<file path="src/rtl/tnoc_output_arbiter_pkg.sv">
// Shared NoC router types: port indices, arbiter state and index-width helper.
package tnoc_output_arbiter_pkg;

  localparam int TNOC_ROUTER_PORTS = 5;

  // Bit order of the active-port / request vectors. "local" is reserved in SV.
  typedef enum logic [2:0] {
    tnoc_port_xp    = 3'd0,
    tnoc_port_xm    = 3'd1,
    tnoc_port_yp    = 3'd2,
    tnoc_port_ym    = 3'd3,
    tnoc_port_local = 3'd4
  } tnoc_port_index;

  typedef enum logic {
    arb_idle   = 1'b0,
    arb_locked = 1'b1
  } tnoc_arb_state;

  function automatic int tnoc_index_width(input int n);
    return (n > 1) ? $clog2(n) : 1;
  endfunction

endpackage

</file>
<file path="src/rtl/tnoc_output_arbiter_if.sv">
// Request/grant bundle between the router input ports and one output arbiter.
interface tnoc_output_arbiter_if #(
  parameter int REQUESTERS = 5
);
  logic [REQUESTERS-1:0] i_request;
  logic                  i_accept;
  logic                  i_tail;
  logic [REQUESTERS-1:0] o_grant;
  logic                  o_locked;
  logic                  o_timeout;

  modport master (
    output i_request, i_accept, i_tail,
    input  o_grant, o_locked, o_timeout
  );

  modport slave (
    input  i_request, i_accept, i_tail,
    output o_grant, o_locked, o_timeout
  );
endinterface

</file>
<file path="src/rtl/tnoc_output_arbiter_selector.sv">
// Combinational round-robin pick: first set request after the last winner, wrapping.
module tnoc_round_robin_selector #(
  parameter int N  = 5,
  parameter int IW = 3
) (
  input  logic [N-1:0]  request,
  input  logic [IW-1:0] last,
  output logic [N-1:0]  grant,
  output logic [IW-1:0] winner,
  output logic          any
);

  logic [IW-1:0] idx;

  // Offset N lands back on the last winner, so it is only chosen when alone.
  always_comb begin
    grant  = '0;
    winner = last;
    any    = 1'b0;
    idx    = '0;
    for (int off = 1; off <= N; off++) begin
      idx = IW'((int'(last) + off) % N);
      if (!any && request[idx]) begin
        grant[idx] = 1'b1;
        winner     = idx;
        any        = 1'b1;
      end
    end
  end

endmodule

</file>
<file path="src/rtl/tnoc_output_arbiter.sv">
// Packet-locked round-robin arbiter for one router output port.
// Optional stall watchdog: define TNOC_OUTPUT_ARBITER_WATCHDOG_EN.
module tnoc_output_arbiter
  import tnoc_output_arbiter_pkg::*;
#(
  parameter int REQUESTERS      = TNOC_ROUTER_PORTS,
  parameter int WATCHDOG_CYCLES = 255
) (
  input  logic                 i_clk,
  input  logic                 i_rst,
  tnoc_output_arbiter_if.slave arb_if
);

  localparam int IW = tnoc_index_width(REQUESTERS);
  localparam logic [IW-1:0] LAST_RST = IW'(REQUESTERS - 1);

  if (WATCHDOG_CYCLES < 1 || WATCHDOG_CYCLES > 65535) begin : g_bad_cfg
    $error("tnoc_output_arbiter: WATCHDOG_CYCLES out of range 1..65535");
  end

  tnoc_arb_state         state_q, state_d;
  logic [REQUESTERS-1:0] grant_q, grant_d;
  logic [IW-1:0]         last_q, last_d;
  logic                  timeout_q, timeout_d;

  logic [REQUESTERS-1:0] sel_grant;
  logic [IW-1:0]         sel_winner;
  logic                  sel_any;
  logic                  tail_done;
  logic                  wd_expire;

  tnoc_round_robin_selector #(.N(REQUESTERS), .IW(IW)) u_sel (
    .request (arb_if.i_request),
    .last    (last_q),
    .grant   (sel_grant),
    .winner  (sel_winner),
    .any     (sel_any)
  );

  assign tail_done = arb_if.i_accept && arb_if.i_tail;

`ifdef TNOC_OUTPUT_ARBITER_WATCHDOG_EN
  localparam int WD_W = $clog2(WATCHDOG_CYCLES + 1);

  logic [WD_W-1:0] wd_cnt_q, wd_cnt_d;

  // Fires on the stall cycle that would bring the count up to the limit.
  assign wd_expire = (state_q == arb_locked) && !arb_if.i_accept &&
                     (wd_cnt_q == WD_W'(WATCHDOG_CYCLES - 1));

  always_comb begin
    wd_cnt_d = '0;
    if (state_q == arb_locked && !arb_if.i_accept && !wd_expire)
      wd_cnt_d = wd_cnt_q + 1'b1;
  end

  always_ff @(posedge i_clk or posedge i_rst) begin
    if (i_rst) wd_cnt_q <= '0;
    else       wd_cnt_q <= wd_cnt_d;
  end
`else
  assign wd_expire = 1'b0;
`endif

  always_comb begin
    state_d   = state_q;
    grant_d   = grant_q;
    last_d    = last_q;
    timeout_d = 1'b0;
    case (state_q)
      arb_idle: begin
        if (sel_any) begin
          state_d = arb_locked;
          grant_d = sel_grant;
          last_d  = sel_winner;
        end
      end
      arb_locked: begin
        // Tail handoff re-arbitrates in the same cycle: no bubble between packets.
        if (tail_done) begin
          if (sel_any) begin
            grant_d = sel_grant;
            last_d  = sel_winner;
          end else begin
            state_d = arb_idle;
            grant_d = '0;
          end
        end else if (wd_expire) begin
          // last keeps the stalled winner so it drops to lowest priority.
          timeout_d = 1'b1;
          state_d   = arb_idle;
          grant_d   = '0;
        end
      end
      default: begin
        state_d = arb_idle;
        grant_d = '0;
      end
    endcase
  end

  always_ff @(posedge i_clk or posedge i_rst) begin
    if (i_rst) begin
      state_q   <= arb_idle;
      grant_q   <= '0;
      last_q    <= LAST_RST;
      timeout_q <= 1'b0;
    end else begin
      state_q   <= state_d;
      grant_q   <= grant_d;
      last_q    <= last_d;
      timeout_q <= timeout_d;
    end
  end

  assign arb_if.o_grant   = grant_q;
  assign arb_if.o_locked  = (state_q == arb_locked);
  assign arb_if.o_timeout = timeout_q;

endmodule

</file>
<file path="src/flat_wrapper.sv">
// flat-port wrapper written by rule: the top's interface ports become plain ports
module tnoc_output_arbiter_flat import tnoc_output_arbiter_pkg::*;
#(
  parameter int REQUESTERS      = TNOC_ROUTER_PORTS,
  parameter int WATCHDOG_CYCLES = 255
)
  (i_clk, i_rst, arb_if_i_request, arb_if_i_accept, arb_if_i_tail, arb_if_o_grant, arb_if_o_locked, arb_if_o_timeout);
  tnoc_output_arbiter_if #(.REQUESTERS(REQUESTERS)) arb_if_i ();
  input  logic i_clk;
  input  logic i_rst;
  input wire logic [$bits(arb_if_i.i_request)-1:0] arb_if_i_request;
  input wire logic [$bits(arb_if_i.i_accept)-1:0] arb_if_i_accept;
  input wire logic [$bits(arb_if_i.i_tail)-1:0] arb_if_i_tail;
  output wire logic [$bits(arb_if_i.o_grant)-1:0] arb_if_o_grant;
  output wire logic [$bits(arb_if_i.o_locked)-1:0] arb_if_o_locked;
  output wire logic [$bits(arb_if_i.o_timeout)-1:0] arb_if_o_timeout;
  assign arb_if_i.i_request = arb_if_i_request;
  assign arb_if_i.i_accept = arb_if_i_accept;
  assign arb_if_i.i_tail = arb_if_i_tail;
  assign arb_if_o_grant = arb_if_i.o_grant;
  assign arb_if_o_locked = arb_if_i.o_locked;
  assign arb_if_o_timeout = arb_if_i.o_timeout;
  tnoc_output_arbiter #(.REQUESTERS(REQUESTERS), .WATCHDOG_CYCLES(WATCHDOG_CYCLES)) u_core (.i_clk(i_clk), .i_rst(i_rst), .arb_if(arb_if_i));
endmodule
</file>
<file path="config.mk">
export PLATFORM = sky130hd
export DESIGN_NAME = tnoc_output_arbiter_flat
export DESIGN_NICKNAME = d
export VERILOG_FILES = /design/src/rtl/tnoc_output_arbiter_pkg.sv /design/src/rtl/tnoc_output_arbiter_if.sv /design/src/rtl/tnoc_output_arbiter_selector.sv /design/src/rtl/tnoc_output_arbiter.sv /design/src/flat_wrapper.sv
export SDC_FILE = /design/constraint.sdc
export NUM_CORES = 1
export LEC_CHECK = 0
export CORE_ASPECT_RATIO = 1.2
export CORE_MARGIN = 3
export CORE_UTILIZATION = 45
export DETAILED_ROUTE_END_ITERATION = 12
export GPL_TIMING_DRIVEN = 0
export SKIP_LAST_GASP = 1
export SYNTH_ARGS = -nofsm -noshare
export SYNTH_HDL_FRONTEND = slang
export SYNTH_SLANG_ARGS = --single-unit
</file>
<file path="constraint.sdc">
create_clock -name i_clk -period 8.8 [get_ports i_clk]
set_input_delay 0.88 -clock i_clk [delete_from_list [all_inputs] [get_ports i_clk]]
set_output_delay 0.88 -clock i_clk [all_outputs]
set_load 0.01 [all_outputs]
</file>
==> job_summary.md <==
### Metrics collected by this job

| Metric | Value |
|---|---|
| Status | complete, no violations |
| Most Crowded Layer GR | met2 |
| Share of cells above drive strength 1 | 11.4% |
| CP delay by family, top | buffers and inverters |
| Area Overhead vs Synth | 10.7% |
| MUX share of area | 6.05% |
| Post-Synthesis Cells | 324 |
| CTS tree | built |
| Flop share of the area | 8.38% |
| Reg-to-reg critical path endpoint | u_core.last_q[0]$_DFFE_PP0P_ |
| Clock-pin slew of the registers on the worst-case setup and hold paths | 0.05 ns |
| Worst endpoint required time | 8.90 ns |
| Setup WS post-layout | 2.89 ns |
| Unrepaired setup endpoints after global routing | false |
| Worst Hold Depth | 2 |
| Ys async rst share | 100% |
| DR WL met2 | 3.37 mm |
| Max FFs per register | 5 |
| Hpwl dp | 5.66 mm |
| Diodes inserted | 0 |
| Hold Vio Cnt, Final | 0 |
| Fin crit period | 5.91 ns |
| Fp util | 48.1% |
| Compound Share, Synth | 31.0% |
| Logic area | 2030 sq um |
| WL met3 | 229 um |
| Buffers outside the clock class | 28 |
| Port Buffers | 14 |
| First-pass GRT wire length | 12.2 mm |
Met1 routing:
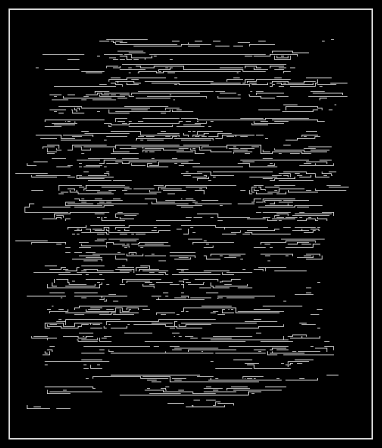
longest straight run: 33.1 um
main direction: horizontal
share of all routed wire: 46%

M2 wires:
Bar = 20 um. Cells faint in the background.
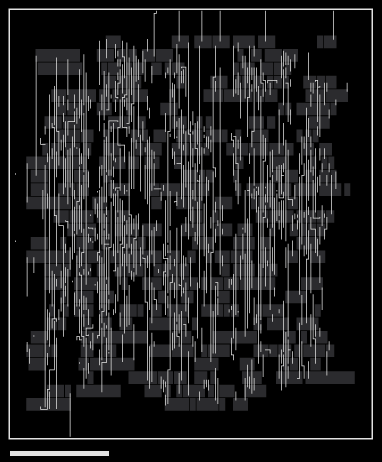
wire length on this layer: 3370 um
longest straight run: 49.0 um

The metal 3 layer:
Bar = 20 um.
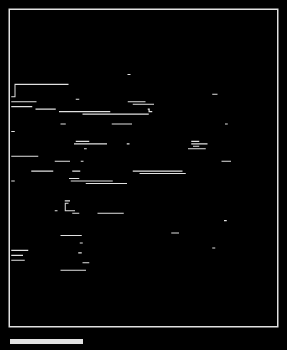
wire length on this layer: 229 um
main direction: horizontal
nets with wire on the layer: 39
longest straight run: 17.9 um
share of all routed wire: 3.2%

